==> config.mk <==
export PLATFORM = sky130hd
export DESIGN_NAME = quad_encoder_decoder
export DESIGN_NICKNAME = d
export VERILOG_FILES = /design/src/rtl/quad_enc_pkg.sv /design/src/rtl/quad_input_filter.sv /design/src/rtl/quad_encoder_decoder.sv
export SDC_FILE = /design/constraint.sdc
export NUM_CORES = 1
export LEC_CHECK = 0
export ABC_AREA = 1
export CORE_ASPECT_RATIO = 0.8
export CORE_MARGIN = 2
export CORE_UTILIZATION = 35
export DETAILED_ROUTE_END_ITERATION = 16
export PLACE_DENSITY_LB_ADDON = 0.2
export SYNTH_ARGS = -nofsm -noshare
export SYNTH_HDL_FRONTEND = slang
export SYNTH_HIERARCHICAL = 1
export SYNTH_SLANG_ARGS = --single-unit
==> constraint.sdc <==
create_clock -name clk -period 5 [get_ports clk]
set_input_delay 1 -clock clk [delete_from_list [all_inputs] [get_ports clk]]
set_output_delay 1 -clock clk [all_outputs]
set_load 0.03 [all_outputs]
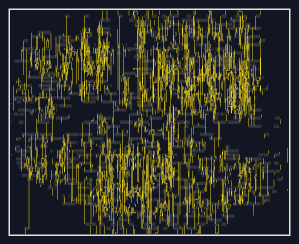
Run 1: the metal 2 layer
Scale: 1.5 px per um.
main direction = vertical
share of all routed wire = 44%
Post-Route WL: 24,400 um
total number of vias: 8,410
met2 Use GR: 28.4%

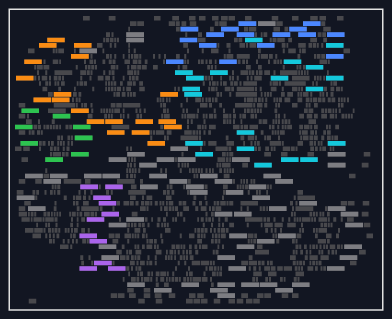
Run 1: sequential cells coloured by netlist name
Scale: 2 px per um.
orange -> `win_q`  # flops 19
purple -> `cpr_max_q`  # flops 11
blue -> `vel`  # flops 16
green -> `err_cnt`  # flops 8, where west
cyan -> `acc_q`  # flops 20
FF/Latch Area: 3400 um^2
Flop+latch power: 0.00136 W
Seq/total area: 31.1%

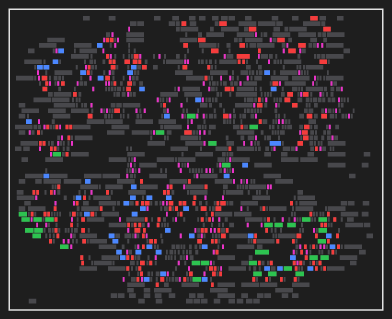
Run 1: gate-type map
Scale: 2 px per um.
blue -> XOR/XNOR gates  # cells 50
magenta -> inverters  # cells 179, where spread over the die
green -> adder and majority cells  # cells 32
red -> inverting AOI/OAI gates  # cells 199, where spread over the die
Post-Layout Cell Count: 1,711
most numerous logic cell after layout: nand2_1
logic share of the area: 46.3%

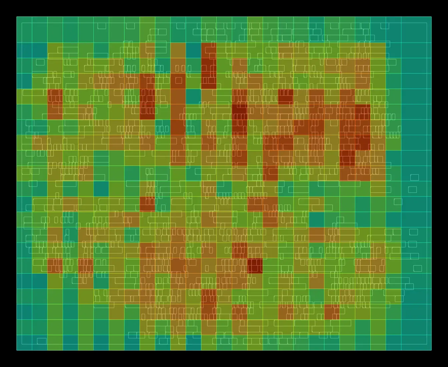
Run 1: congestion heat map
M3 GR Usage: 3.38%
end-of-flow core utilization: 41.7%
gr usage total: 18.5%
met1 usage: 27.0%

==> results.json, run 1 <==
{
  "fillCellCount": 2678,
  "synth.logic.top_family": "simple AND/OR/NAND/NOR gates",
  "grt_max_degree": 79,
  "hold_violations": 0,
  "comb_cells": 931,
  "ys_sh_aoi_pct": 13.9,
  "async_flop_share_pct": 100,
  "syn_area_per_cell_um2": 7.31,
  "die_area_um2": 27800,
  "ys_sh_xor_pct": 4.80,
  "tap_cells": 357,
  "status": "complete, no violations",
  "drt_iter0_drc": 692,
  "diodes": 0,
  "clock_buffers": 19,
  "nets": 1389,
  "netlist_instances": 1270,
  "fp_util_pct": 35.4,
  "arrival_ps": 4460,
  "synth_top_area_share_pct": 36.7,
  "clock_path_buffers": 2,
  "whs_path_depth": 0,
  "synthTopCellsByArea": "dfrtp_1 37%, nand2_1 11%, inv_1 7.0%",
  "yosys_area_um2": 9280,
  "warnings": 33,
  "yosysCellCount": 1270,
  "p_comb_w": 0.00472,
  "setup_tns_ps": 0,
  "fin_crit_sh_pct": 83.6,
  "critPathMaxFanout": 23,
  "clock-sinks": 136,
  "grt_pass1_vias": 8015,
  "place_area_um2": 10400,
  "cts_made_buffers": 17,
  "cts_tree": "yes",
  "maxUsedRoutingLayer": "met4",
  "drive_above_1_share_pct": 9.97,
  "yosys.area_share.simple_pct": 31.4,
  "cp-end-kind": "flop",
  "path_class": "reg2reg",
  "clk-power_w": 0.00128,
  "fin_area_um2": 10900,
  "largest_register_ffs": 20,
  "post_cts_buffers": 0,
  "reg2reg_setup_slack_ps": 820,
  "seqPwrFrac_pct": 18.4,
  "rows": 53,
  "io_pins": 74,
  "wl_met2_um": 10700,
  "ys_ff": 136,
  "yosys.area.top_type": "dfrtp_1",
  "die_w_um": 186,
  "clk_pin_slew_ps": 60,
  "final-comb-area_um2": 5060,
  "syn_area_um2": 9280,
  "combPwrFrac_pct": 64.2,
  "dr_wl_met3_um": 1220,
  "rsz0062_at_grt": "false",
  "htreeDepth": 4,
  "die_h_um": 150,
  "r2r_cells": 16,
  "ant_nets": 0,
  "root_buffer": "clkbuf_16",
  "nNonClkInverters": 179,
  "ys_seq_share_pct": 36.7
}
## run 1: worst max-delay path, stage by stage (launching register included)
cell,delay (ps)
dfrtp_1,440
xnor2_1,150
ha_1,360
inv_2,380
nand3_4,320
inv_1,550
o21ai_0,260
nand2_2,170
nand2_1,70
nand2_1,90
nand2_1,80
nand3_1,100
nand2_1,90
nor2_1,130
nand3_2,120
a21boi_4,520
a21boi_0,190
## run 1: stage by stage
step / utilization, % / total power, W / instances / worst slack, ps / hold slack [ps]
after floorplan: - / 0.00514 / 1270 / 1210 / 331
after detailed placement: 39.5 / 0.00607 / 1681 / 864 / 335
after global placement: 39.5 / 0.00605 / 1681 / 1000 / 335
after global routing: 41.7 / 0.00807 / 1711 / 351 / 353
final: 41.7 / 0.00736 / 1711 / 819 / 347
after CTS: 41.7 / 0.00740 / 1711 / 825 / 345
Run 1, a small window of the routed layout:
Region (73, 85) to (113, 125) um. Cells in grey, sequential cells in the stronger grey; small squares are vias.
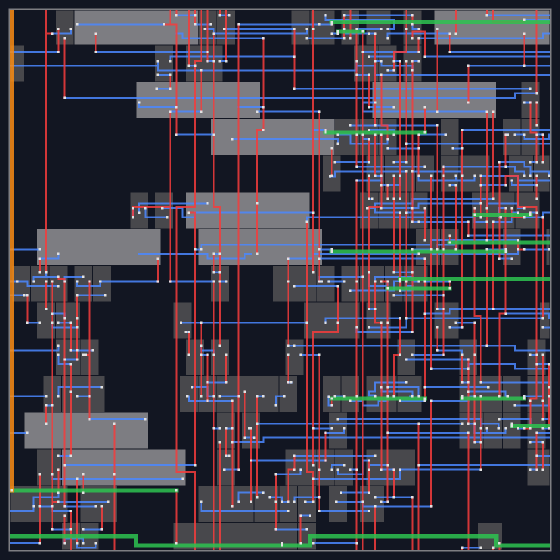

==> inputs of run 2 (changes only) <==
==> constraint.sdc (replaced) <==
create_clock -name clk -period 3.8 [get_ports clk]
set_input_delay 0.76 -clock clk [delete_from_list [all_inputs] [get_ports clk]]
set_output_delay 0.76 -clock clk [all_outputs]
set_load 0.03 [all_outputs]
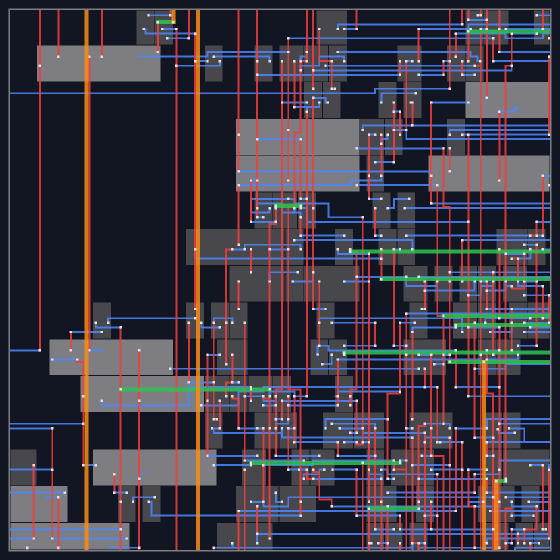
Run 2: a small window of the routed layout
Region (73, 85) to (113, 125) um. Cells in grey, sequential cells in the stronger grey; small squares are vias.
blue -> met1
orange -> met4
green -> met3
red -> met2
sequential cells in the window = 9
cells with their middle in the window = 103
most frequent = nand2_1 (29), inv_1 (18), nor2_1 (13)

==> run 2 against run 1 <==
  * Clock power grew 34%
  * Power is 37% higher
  * Highest routed layer unchanged
  * Wire length increased by 2.5%
==> results.json, run 2 <==
{
  "warnings": 33,
  "placed_cells": 1695,
  "tap_cells": 357,
  "fin_area_um2": 11100,
  "ant_nets": 0,
  "seq_area_um2": 3400,
  "grt_util_all_layers_pct": 18.6,
  "syn_area_um2": 9280,
  "critPathTopFamily": "simple AND/OR/NAND/NOR gates",
  "synth.logic.top_family": "simple AND/OR/NAND/NOR gates",
  "r2r_cells": 22,
  "wl_um": 25000,
  "async_flop_share_pct": 100,
  "fin_util_pct": 42.4,
  "status": "complete, no violations",
  "drive_above_1_share_pct": 11.5,
  "cts_made_buffers": 17,
  "synthTopCellsByArea": "dfrtp_1 37%, nand2_1 11%, inv_1 7.0%",
  "die_area_um2": 27800,
  "place_area_um2": 10500,
  "p_total_w": 0.0101,
  "rows": 53,
  "place_ws_ps": 234,
  "nNonClkInverters": 179,
  "cp_common_cell": "nand2_1",
  "fp_util_pct": 35.4,
  "setup_tns_ps": 0,
  "fin_crit_sh_pct": 90.9,
  "drt_iter0_drc": 695,
  "fillCellCount": 2658,
  "clk_pin_slew_ps": 60,
  "ys_sh_xor_pct": 4.80,
  "diodes": 0,
  "ys_sh_adder_pct": 4.40,
  "clock-sinks": 136,
  "cp-end-kind": "flop",
  "fin_hold_ws_ps": 343,
  "grt_pass1_vias": 7985,
  "critPathMaxFanout": 15,
  "critPathBufInv": 3,
  "comb_cells": 931,
  "slowest_stage": "dfrtp_2",
  "die_h_um": 150,
  "seq_share_pct": 30.7,
  "cp.depth": 22,
  "path_class": "reg2reg",
  "hold_violations": 0,
  "yosysCellCount": 1270,
  "nets": 1405,
  "cts_tree": "yes",
  "grt_max_degree": 70,
  "layout.cells.most_common": "nand2_1",
  "yosys_area_um2": 9280,
  "clock_path_buffers": 2,
  "io_pins": 74,
  "path_cells": "xnor2_2, ha_2, inv_4, nand3_4, nand2_1, nand2_1, inv_1, ha_1, inv_1, nand2_1, nand2_1, nand2_2, nand2_1, nand2_1, xor2_1, nand3_1, nor2_1, nand2_1, nand2_2, nand2_8, nand2_1, a21boi_0",
  "nNonClkBuffers": 94,
  "syn_area_per_cell_um2": 7.31,
  "fin_ws_ps": 347,
  "ys_ff": 136,
  "ys_seq_share_pct": 36.7,
  "critPathMaxStageDelay_ps": 450,
  "arrival_ps": 3740,
  "root_buffer": "clkbuf_16",
  "final-comb-area_um2": 5080
}
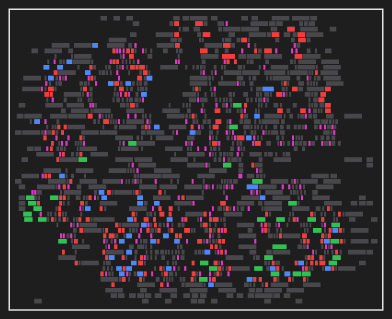
Run 2: gate-type map
Scale: 2 px per um.
Post-Layout Cell Count: 1,728
logic share of the area: 45.8%

## run 2: cell counts after synthesis
No cell type changed its count.
## run 2: power breakdown
part | leakage (nW) | internal, W | switching, W
Clock | 0.282 | 0.00103 | 0.000684
Combinational | 3.16 | 0.00211 | 0.00449
Sequential | 1.81 | 0.00162 | 0.000177
Total | 5.25 | 0.00476 | 0.00535
## run 2: what timing repair did
action	4_1_cts	5_1_grt
gates resized	0	9
setup buffers	0	2
endpoints found under the setup margin	0	18
## run 2: routing by layer
layer | wire length [um] | global-route usage [%] | part of all wire [%] | up-vias
met5 | 0 | 0 | 0 | -
met1 | 12900 | 28.2 | 52 | 3843
met3 | 1220 | 3.46 | 4.9 | 29
li1 | - | - | - | 4313
met4 | 346 | 4.69 | 1.4 | 0
met2 | 10400 | 27.1 | 42 | 206
Power figures rest on the tool's default switching activity, not on a simulated workload.
